--- src/rtl/oled_digit_arbiter_if.sv ---
// Producer and controller handshake bundle for the OLED digit arbiter.
// The slave side is the arbiter. The master side is whoever drives the
// producers and models the display controller.
interface oled_digit_arbiter_if #(
  parameter int NUM_REQ = 4
);
  logic [NUM_REQ-1:0]   req_valid;
  logic [4*NUM_REQ-1:0] req_digit;
  logic [NUM_REQ-1:0]   req_ready;
  logic                 oled_ready;
  logic                 oled_send_done;
  logic                 oled_data_valid;
  logic [3:0]           oled_data;

  modport slave (
    input  req_valid, req_digit, oled_ready, oled_send_done,
    output req_ready, oled_data_valid, oled_data
  );

  modport master (
    output req_valid, req_digit, oled_ready, oled_send_done,
    input  req_ready, oled_data_valid, oled_data
  );
endinterface

--- src/rtl/oled_digit_arbiter.sv ---
// Round-robin arbiter that merges up to eight digit producers into a small
// FIFO. The FIFO drains one digit at a time into the OLED controller's
// valid/done handshake. The digit is held stable for the whole transfer,
// and a watchdog catches a controller that never reports done.
module oled_digit_arbiter #(
  parameter int NUM_REQ    = 4,
  parameter int FIFO_DEPTH = 4,
  parameter int TIMEOUT    = 20000
) (
  input  logic                 clk,
  input  logic                 reset_n,
  oled_digit_arbiter_if.slave  bus,
  output logic                 busy,
  output logic [7:0]           chars_sent,
  output logic                 timeout_err
);

  localparam int              PW      = (NUM_REQ > 1) ? $clog2(NUM_REQ) : 1;
  localparam int              AW      = (FIFO_DEPTH > 1) ? $clog2(FIFO_DEPTH) : 1;
  localparam int              CW      = AW + 1;
  localparam logic [CW-1:0]   DEPTH_C = CW'(FIFO_DEPTH);
  localparam logic [PW-1:0]   LAST_RQ = PW'(NUM_REQ - 1);
  // The watchdog fires on the edge that closes cycle TIMEOUT of SEND.
  localparam logic [15:0]     WD_LAST = 16'(TIMEOUT - 1);

  typedef enum logic [1:0] {IDLE, SEND, GAP} state_t;

  state_t              state, state_nxt;
  logic [PW-1:0]       rr_ptr, grant_idx;
  logic [NUM_REQ-1:0]  grant;
  logic [3:0]          digit [NUM_REQ];
  logic [3:0]          push_data;
  logic                push, pop, sent, expired;
  int                  scan_idx;
  logic [3:0]          mem [FIFO_DEPTH];
  logic [AW-1:0]       wr_ptr, rd_ptr;
  logic [CW-1:0]       count, count_nxt;
  logic [15:0]         wd;
  logic                data_valid;
  logic [3:0]          data_hold;

  // Split the flat digit bus into one nibble per requester.
  always_comb begin
    for (int k = 0; k < NUM_REQ; k++) digit[k] = bus.req_digit[4*k +: 4];
  end

  // Round-robin search from rr_ptr. The scan runs backwards so that the
  // closest requester to rr_ptr is written last and wins.
  always_comb begin
    grant     = '0;
    grant_idx = '0;
    push_data = '0;
    scan_idx  = 0;
    if (count != DEPTH_C) begin
      for (int k = NUM_REQ - 1; k >= 0; k--) begin
        scan_idx = int'(rr_ptr) + k;
        if (scan_idx >= NUM_REQ) scan_idx = scan_idx - NUM_REQ;
        if (bus.req_valid[PW'(scan_idx)]) begin
          grant                 = '0;
          grant[PW'(scan_idx)]  = 1'b1;
          grant_idx             = PW'(scan_idx);
          push_data             = digit[PW'(scan_idx)];
        end
      end
    end
  end

  assign bus.req_ready       = grant;
  assign push                = |grant;
  assign bus.oled_data_valid = data_valid;
  assign bus.oled_data       = data_hold;

  // Drain FSM: next state and per-cycle strobes. Done wins over an
  // expiring watchdog when both arrive in the same cycle.
  always_comb begin
    state_nxt = state;
    pop       = 1'b0;
    sent      = 1'b0;
    expired   = 1'b0;
    case (state)
      IDLE: if (bus.oled_ready && count != '0) begin
        pop       = 1'b1;
        state_nxt = SEND;
      end
      SEND: if (bus.oled_send_done) begin
        sent      = 1'b1;
        state_nxt = GAP;
      end else if (wd == WD_LAST) begin
        expired   = 1'b1;
        state_nxt = GAP;
      end
      // Hold off until the controller drops done, so it never re-samples
      // valid while done is still high.
      GAP: if (!bus.oled_send_done) state_nxt = IDLE;
      default: state_nxt = IDLE;
    endcase
  end

  // FIFO occupancy after this edge. A push is only possible below full.
  always_comb begin
    case ({push, pop})
      2'b10:   count_nxt = count + 1'b1;
      2'b01:   count_nxt = count - 1'b1;
      default: count_nxt = count;
    endcase
  end

  // FSM state register.
  always_ff @(posedge clk or negedge reset_n) begin
    if (!reset_n) state <= IDLE;
    else          state <= state_nxt;
  end

  // Round-robin pointer moves past the requester that was just served.
  always_ff @(posedge clk or negedge reset_n) begin
    if (!reset_n)  rr_ptr <= '0;
    else if (push) rr_ptr <= (grant_idx == LAST_RQ) ? '0 : grant_idx + 1'b1;
  end

  // FIFO pointers and occupancy.
  always_ff @(posedge clk or negedge reset_n) begin
    if (!reset_n) begin
      wr_ptr <= '0;
      rd_ptr <= '0;
      count  <= '0;
    end else begin
      if (push) wr_ptr <= wr_ptr + 1'b1;
      if (pop)  rd_ptr <= rd_ptr + 1'b1;
      count <= count_nxt;
    end
  end

  // FIFO storage. It needs no reset because the pointers gate every read.
  always_ff @(posedge clk) begin
    if (push) mem[wr_ptr] <= push_data;
  end

  // Registered outputs, watchdog and status counters.
  always_ff @(posedge clk or negedge reset_n) begin
    if (!reset_n) begin
      data_valid  <= 1'b0;
      data_hold   <= '0;
      wd          <= '0;
      chars_sent  <= '0;
      timeout_err <= 1'b0;
      busy        <= 1'b0;
    end else begin
      data_valid <= (state_nxt == SEND);
      busy       <= (state_nxt != IDLE) || (count_nxt != '0);
      if (pop) data_hold <= mem[rd_ptr];
      if (pop)                wd <= '0;
      else if (state == SEND) wd <= wd + 16'd1;
      if (sent)    chars_sent  <= chars_sent + 8'd1;
      if (expired) timeout_err <= 1'b1;
    end
  end

endmodule
--- src/flat_wrapper.sv ---
// flat-port wrapper written by rule: the top's interface ports become plain ports
module oled_digit_arbiter_flat 
#(
  parameter int NUM_REQ    = 4,
  parameter int FIFO_DEPTH = 4,
  parameter int TIMEOUT    = 20000
)
  (clk, reset_n, busy, chars_sent, timeout_err, bus_req_valid, bus_req_digit, bus_oled_ready, bus_oled_send_done, bus_req_ready, bus_oled_data_valid, bus_oled_data);
  oled_digit_arbiter_if #(.NUM_REQ(NUM_REQ)) bus_i ();
  input  logic clk;
  input  logic reset_n;
  output logic busy;
  output logic [7:0] chars_sent;
  output logic timeout_err;
  input wire logic [$bits(bus_i.req_valid)-1:0] bus_req_valid;
  input wire logic [$bits(bus_i.req_digit)-1:0] bus_req_digit;
  input wire logic [$bits(bus_i.oled_ready)-1:0] bus_oled_ready;
  input wire logic [$bits(bus_i.oled_send_done)-1:0] bus_oled_send_done;
  output wire logic [$bits(bus_i.req_ready)-1:0] bus_req_ready;
  output wire logic [$bits(bus_i.oled_data_valid)-1:0] bus_oled_data_valid;
  output wire logic [$bits(bus_i.oled_data)-1:0] bus_oled_data;
  assign bus_i.req_valid = bus_req_valid;
  assign bus_i.req_digit = bus_req_digit;
  assign bus_i.oled_ready = bus_oled_ready;
  assign bus_i.oled_send_done = bus_oled_send_done;
  assign bus_req_ready = bus_i.req_ready;
  assign bus_oled_data_valid = bus_i.oled_data_valid;
  assign bus_oled_data = bus_i.oled_data;
  oled_digit_arbiter #(.NUM_REQ(NUM_REQ), .FIFO_DEPTH(FIFO_DEPTH), .TIMEOUT(TIMEOUT)) u_core (.clk(clk), .reset_n(reset_n), .bus(bus_i), .busy(busy), .chars_sent(chars_sent), .timeout_err(timeout_err));
endmodule
--- config.mk ---
export PLATFORM = sky130hd
export DESIGN_NAME = oled_digit_arbiter_flat
export DESIGN_NICKNAME = d
export VERILOG_FILES = /design/src/rtl/oled_digit_arbiter_if.sv /design/src/rtl/oled_digit_arbiter.sv /design/src/flat_wrapper.sv
export SDC_FILE = /design/constraint.sdc
export NUM_CORES = 1
export LEC_CHECK = 0
export ABC_CLOCK_PERIOD_IN_PS = 4400
export CAP_MARGIN = 20
export CORE_UTILIZATION = 51
export DETAILED_ROUTE_END_ITERATION = 8
export GPL_TIMING_DRIVEN = 0
export PLACE_DENSITY = 0.79
export SLEW_MARGIN = 15
export SYNTH_ARGS = -nofsm -noshare
export SYNTH_HDL_FRONTEND = slang
export SYNTH_SLANG_ARGS = --single-unit
--- constraint.sdc ---
create_clock -name clk -period 4.4 [get_ports clk]
set_input_delay 0.66 -clock clk [delete_from_list [all_inputs] [get_ports clk]]
set_output_delay 0.66 -clock clk [all_outputs]
set_load 0.01 [all_outputs]
Run 1, placement by cell class:
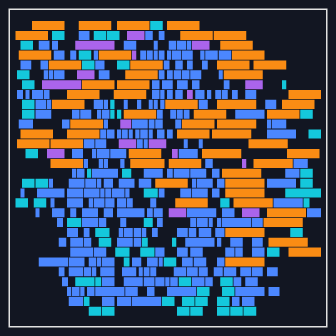
class	colour	cells	share of their area
remaining buffers and delay cells	cyan	61	13%
remaining logic cells	blue	263	47%
registers	orange	58	35%
clock drivers and dummy loads	purple	16	4.8%

Run 1, clock network drawn from the DEF:
Scale bar: 20 um.
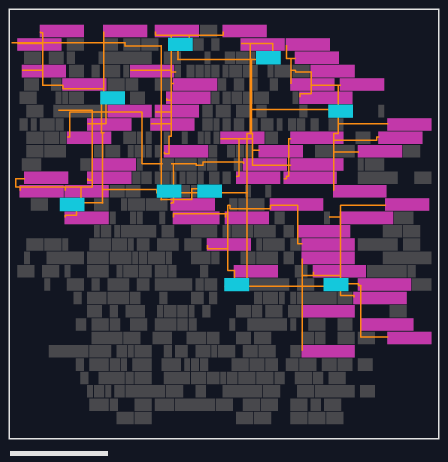
[clock-net drivers] cyan | count: 9
[flip-flops] magenta | count: 58
[clock wires] orange | length: 761 um
routed clock nets	10

==> reports/qor.txt, run 1 <==
Switch Pwr - 1.452 mW
Cell area power density - 796.4 nW/um2
Crit end category - flip-flop
CTS Buf Count - 9
Delay of the slowest critical-path stage - 450 ps
Slew @ Worst Pin - 918.4 ps
Share of layout cells above drive strength 1 - 0.1608
Reg power frac - 0.271
Net Sw Frac - 0.4043
Number of H-tree levels - 3
Longest Clk Path Bufs - 2
Grt ovf - 0
Maximum number of pins on one net before global-route repair - 24
Adder-cell share of the synthesized area - 0.05602
Yosys cell types - 54
Fmax - 0.2372 GHz
Slowest CP cell - dfrtp_2
Total power draw - 3.591 mW
Drt first-iter violations - 244
Mux area share - 0.1640
Maxcap violations - 0
Core box area - 6907 um2
RSZ-0062 raised after global routing - false
# fillers - 555
Num Clock Sinks - 58
DRT Pass-1 Iters - 5
Crit-path leading delay family - adder cells
FP Util - 0.5368
Top Layout Cells - dfrtp_1, clkdlybuf4s50_1, nand2_1
Fin Hold WS - 273.7 ps
Clock power share - 0.147
Comb area leader - multiplexers
Max VDD drop - 0.5293 mV
Routed Antenna Nets - 0
Nets - 433
Slew Limit Fails - 0
# Cells Yosys - 338
Clk latency late pin - 340 ps
Fin util - 0.6529
Worst R2R End - u_core.busy
Routability cong. - 0.9264
Root Driver - clkbuf_8
Final setup fails - 0
Final min period - 4216 ps
Reg2reg start - u_core.rr_ptr[0]
Leakage power - 1.830 nW
First-pass GRT wire length - 13.89 mm
Initial antenna violation count - 0
Yosys Chip Area - 3707 um2
Synth Seq Share - 0.4131
Synth async-reset ratio - 0.7241
Rows - 30
Final Cell Area - 4509 um2
Clock Skew - 8.556 ps
Hold WC Path Type - in -> async
Ports - 43
Crit Path Max Fanout - 13
Status - finished, final reports clean
Gate Count Post-Synth - 338
Combinational share of power - 0.582
Synth Warn # - 0
Clock-pin slew on the worst setup and hold paths - 70 ps
Die height - 87.26 um
Avg Inst Size Synth - 10.97 um2
Hold Violations, Final - 0
Tool warnings - 36
Dpl ws - -799.1 ps
Run 1, wire density map:
The die is cut into 17 by 17 equal tiles; dark blue is low, red is high, scaled to the fullest tile. Values are wire area over tile area, all layers added.
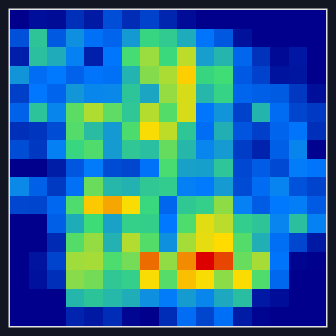
densest ninth of the die	south
nearly empty tiles	14%
emptiest ninth of the die	north-east
fullest tile	0.60
tiles over half the peak	21%
via count: 2,933
GRT Util Overall: 0.2425
drt wl/cell: 17.17 um
WL final: 8.481 mm

Run 1, met4 routing:
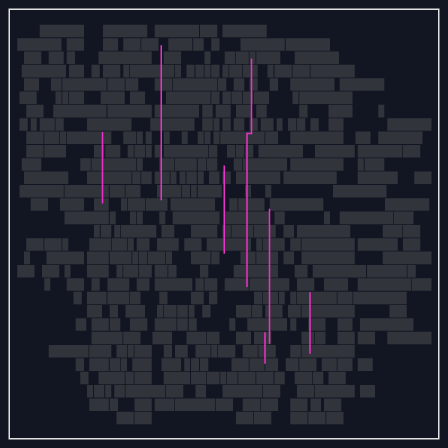
nets with wire on the layer	6
wire length on this layer	156 um
longest straight run	31.3 um
share of all routed wire	1.8%
main direction	vertical

-- run 1: cell usage after synthesis (2+ instances only) --
| master | count | area share |
|---|---|---|
| o22ai_1 | 6 | 0.010 |
| xor2_1 | 5 | 0.012 |
| nand2b_1 | 5 | 0.0084 |
| a2111oi_1 | 3 | 0.0081 |
| nor2_1 | 14 | 0.014 |
| a311oi_1 | 2 | 0.0047 |
| edfxtp_1 | 16 | 0.13 |
| and4_1 | 3 | 0.0071 |
| nand2_1 | 27 | 0.027 |
| mux4_2 | 11 | 0.067 |
| buf_6 | 4 | 0.012 |
| a221oi_1 | 4 | 0.0094 |
| o211ai_1 | 7 | 0.014 |
| a31oi_1 | 4 | 0.0067 |
| or3_1 | 2 | 0.0034 |
| clkbuf_1 | 5 | 0.0051 |
| ha_1 | 15 | 0.051 |
| buf_1 | 3 | 0.0030 |
| a31o_2 | 2 | 0.0047 |
| mux2i_1 | 18 | 0.049 |
| mux2_4 | 3 | 0.012 |
| o31ai_1 | 5 | 0.010 |
| dfrtp_1 | 42 | 0.28 |
| a21oi_1 | 5 | 0.0067 |
| a211oi_1 | 3 | 0.0061 |
| and3_1 | 5 | 0.0084 |
| inv_1 | 15 | 0.015 |
| nand3_1 | 18 | 0.024 |
| xnor2_1 | 9 | 0.021 |
| mux2_2 | 10 | 0.030 |
| o21ai_0 | 22 | 0.030 |
| nand4_1 | 7 | 0.012 |
| buf_2 | 4 | 0.0054 |
| o221ai_1 | 7 | 0.017 |
| and2_1 | 8 | 0.014 |
-- run 1: power groups by stage --
| stage | registers (mW) | clock network [mW] | logic, mW |
|---|---|---|---|
| 2_1_floorplan | 0.971 | 0 | 1.47 |
| 3_3_place_gp | 0.970 | 0 | 1.96 |
| 3_5_place_dp | 0.985 | 0 | 2.02 |
| 4_1_cts | 0.974 | 0.539 | 2.09 |
| 5_1_grt | 0.994 | 0.558 | 2.28 |
| 6_report | 0.972 | 0.528 | 2.09 |
-- run 1: registers in the layout, indices dropped and copies added, names as in the netlist --
signal and count:
u_core.count 3, u_core.busy 1, u_core.wd 16, u_core.chars_sent 8
u_core.state 2, u_core.wr_ptr 2, u_core.mem 16, u_core.timeout_err 1
u_core.rd_ptr 2, u_core.bus.oled_data_valid 1, u_core.bus.oled_data 4, u_core.rr_ptr 2
-- run 1: what timing repair did --
item	4_1_cts	5_1_grt
setup endpoints to repair	7	1
pin swaps	1	0
gates resized	7	3
buffers inserted	3	0
-- run 1: cell type report --
type | instances | area [um2] | share of cell area
tap | 96 | 120.1 | 0.02664
buffer | 16 | 113.9 | 0.02525
multi-input combinational | 247 | 2013 | 0.4464
clock inverter | 6 | 82.58 | 0.01831
timing repair buffer | 45 | 455.4 | 0.1010
clock buffer | 10 | 127.6 | 0.02830
inverter | 16 | 63.81 | 0.01415
sequential | 58 | 1533 | 0.3399
-- run 1: metal layers --
layer  up-vias  part of all wire  routed length (um)  GRT usage
met1      1418              0.44                3745     0.3228
met4         0             0.018                 155    0.07899
met5         -                 0                   0          0
li1       1392                 -                   -          -
met2       106              0.49                4141     0.3920
met3        17             0.052                 439    0.05687
Run 1, clock wiring as the flow saved it:
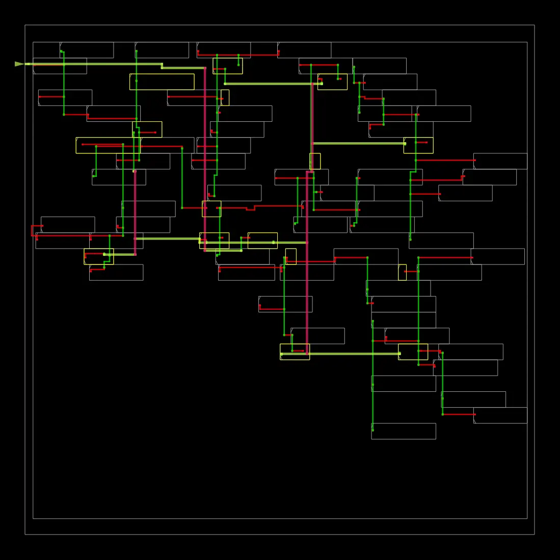

--- run 2 (diff from run 1) ---
--- a/config.mk
+++ b/config.mk
@@ -11,6 +11,7 @@
 export DETAILED_ROUTE_END_ITERATION = 8
 export GPL_TIMING_DRIVEN = 0
 export PLACE_DENSITY = 0.79
+export SETUP_SLACK_MARGIN = 0.3
 export SLEW_MARGIN = 15
 export SYNTH_ARGS = -nofsm -noshare
 export SYNTH_HDL_FRONTEND = slang
Run 2, clock wiring as the flow saved it:
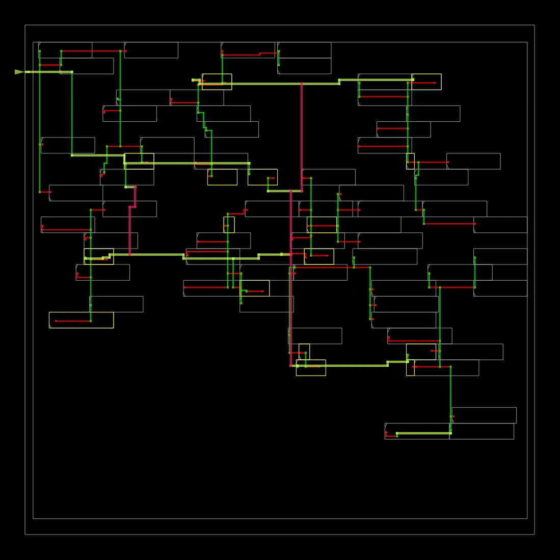
Clock Buffer Count: 13
flip-flops: 58

==> run 2 against run 1 <==
  * Worst setup slack better by 130 ps
  * Non-clock buffer count is 13 higher
  * Sequential power is 0.6% lower
  * Core utilization is 2.1 points higher
  * Critical path type unchanged
  * Via count is 4.7% higher
  * Synthesized area stayed put
  * Highest routed layer unchanged
  * First-iteration DRC count is 20% higher
  * Register-to-register slack better by 130 ps
  * Synthesized cell count stayed put
  * Critical endpoint unchanged
  * Clock-buffer cell count is 3 higher
==> reports/qor.txt, run 2 <==
Reg power frac - 0.258 (-0.013)
Synth async-reset ratio - 0.7241 (unchanged)
RSZ-0062 raised after global routing - true
Leading registers by flop count - u_core.mem (16), u_core.wd (16), u_core.chars_sent (8)
Root Driver - clkbuf_8
Cell area power density - 805.2 nW/um2 (+1.1%)
Avg Inst Size Synth - 10.97 um2 (unchanged)
Final min period - 4082 ps (-134.3 ps)
Status - finished, final reports clean
Dpl ws - -289.3 ps (+509.8 ps)
Share of layout cells above drive strength 1 - 0.2019 (+0.04114)
CTS tree - built
Yosys cell types - 54 (unchanged)
Grt ovf - 0 (unchanged)
Slew Limit Fails - 0 (unchanged)
Drt wl/cell - 16.93 um (-1.4%)
Area leader share - 0.2835 (unchanged)
Top Layout Cells - dfrtp_1, clkdlybuf4s50_1, nand2_1
Routed Antenna Nets - 0 (unchanged)
Combinational share of power - 0.612 (+0.030)
Die Span X - 87.26 um
Number of H-tree levels - 3 (unchanged)
Clock power share - 0.130 (-0.017)
Leakage power - 1.899 nW (+3.8%)
DRT Pass-1 Iters - 5 (unchanged)
Final worst setup slack - 317.9 ps
Maxcap violations - 0 (unchanged)
Slew @ Worst Pin - 864.9 ps (-53.53 ps)
Crit end category - flip-flop
Switch Pwr - 1.506 mW (+3.7%)
WL final - 8.583 mm (+1.2%)
Clock Skew - 8.312 ps (-0.2441 ps)
Cell type with the largest total area - dfrtp_1
FP Util - 0.5368 (unchanged)
Data required time of the worst path - 4610 ps
Via count - 3,070 (+4.7%)
Net Sw Frac - 0.4019 (-0.002474)
Die height - 87.26 um (unchanged)
Fin util - 0.6737 (+0.02083)
First-pass GRT wire length - 14.07 mm (+1.3%)
Core box area - 6907 um2 (unchanged)
Hold WC Path Type - in -> async
# Cells Yosys - 338 (unchanged)
Nets - 446 (+3.0%)
Longest Clk Path Bufs - 2 (unchanged)
Fmax - 0.2450 GHz (+3.3%)
GRT Util Overall - 0.2433 (+0.0007736)
Initial antenna violation count - 0 (unchanged)
Maximum number of pins on one net before global-route repair - 23 (-4.2%)
Hold Violations, Final - 0 (unchanged)
I/O Buffers - 41
Synth Warn # - 0 (unchanged)
Max VDD drop - 0.6550 mV (+24%)
Commonest cells post-synth - dfrtp_1, nand2_1, o21ai_0
Tool warnings - 37 (+2.8%)
Clock-pin slew on the worst setup and hold paths - 70 ps (about the same)
CTS Buf Count - 9 (unchanged)
Final setup fails - 0 (unchanged)
Num Clock Sinks - 58 (unchanged)
Gate Count Post-Synth - 338 (unchanged)
Yosys Chip Area - 3707 um2 (unchanged)
Ports - 43 (unchanged)
Rows - 30 (unchanged)
run 2: worst paths after layout:
kind / from / endpoint / slack (ps) / cells after the start
setup / recovery: u_core.rr_ptr[1] / u_core.busy / 320 / 19
hold / removal: reset_n / u_core.bus.oled_data[3] / 290 / 1
setup reg to reg: u_core.rr_ptr[1] / u_core.busy / 320 / 19
hold reg to reg: u_core.timeout_err / u_core.timeout_err / 470 / 1
max in group asynchronous: reset_n / u_core.rr_ptr[0] / 3600 / 2
min in group clk: u_core.timeout_err / u_core.timeout_err / 470 / 1
run 2: power by group through the flow:
stage | Clock (mW) | Combinational (mW) | Sequential [mW]
floorplan | 0 | 1.47 | 0.971
global placement | 0 | 1.97 | 0.970
detailed placement | 0 | 2.03 | 0.986
CTS | 0.499 | 2.15 | 0.970
global route | 0.523 | 2.49 | 0.990
finish | 0.488 | 2.29 | 0.966
run 2: per-stage QoR:
| stage | hold slack (ps) | instance area, um2 |
|---|---|---|
| finish | 287.0 | 4653 |
| floorplan | 364.4 | 3714 |
| global placement | 460.5 | 4244 |
| detailed placement | 459.0 | 4267 |
| CTS | 298.8 | 4548 |
| global route | 326.9 | 4653 |
run 2: cell type report:
type	count	area [um2]
clock buffers	13	158.9
fillers	556	2253
plain buffers	17	133.9
clock inverters	3	40.04
inverters	16	63.81
well taps	96	120.1
flip-flops and latches	58	1533
repair buffers	57	545.5
multi-input cells	247	2058
run 2: timing repair:
| action | CTS | global route |
|---|---|---|
| setup buffers | 6 | 9 |
| pin swaps | 2 | 5 |
| gates resized | 11 | 7 |
| cloned | 0 | 0 |
| setup endpoints to repair | 6 | 1 |
run 2: cell families (layout without fill, tap and decap cells):
group,count (synthesis),in the layout,share of synthesized area
simple gates,98,98,0.1445
buf+inv,33,106,0.04387
compound gates,76,76,0.1455
mux,43,43,0.1640
flops,58,58,0.4131
fa+ha+maj,16,16,0.05602
xor+xnor,14,14,0.03308
run 2: worst max-delay path: stages (launching register included):
cell and delay (ps):
dfrtp_1 370, buf_6 120, buf_12 110, clkinvlp_4 130
ha_4 290, buf_6 120, mux2_4 340, or4b_1 480
and3_1 160, a31o_2 230, nand4_4 110, inv_2 30
ha_2 170, inv_1 70, fa_2 190, xor2_1 150
nor2_1 70, xor2_1 170, or3_1 300, or3_1 320
run 2: per-layer routing:
| layer | part of all wire | routed length (um) | global-route usage |
|---|---|---|---|
| met4 | 0.016 | 136 | 0.08495 |
| met1 | 0.43 | 3697 | 0.3379 |
| met3 | 0.074 | 635 | 0.05782 |
| met2 | 0.48 | 4114 | 0.3736 |
| met5 | 0 | 0 | 0 |
Power figures rest on the tool's default switching activity, not on a simulated workload.
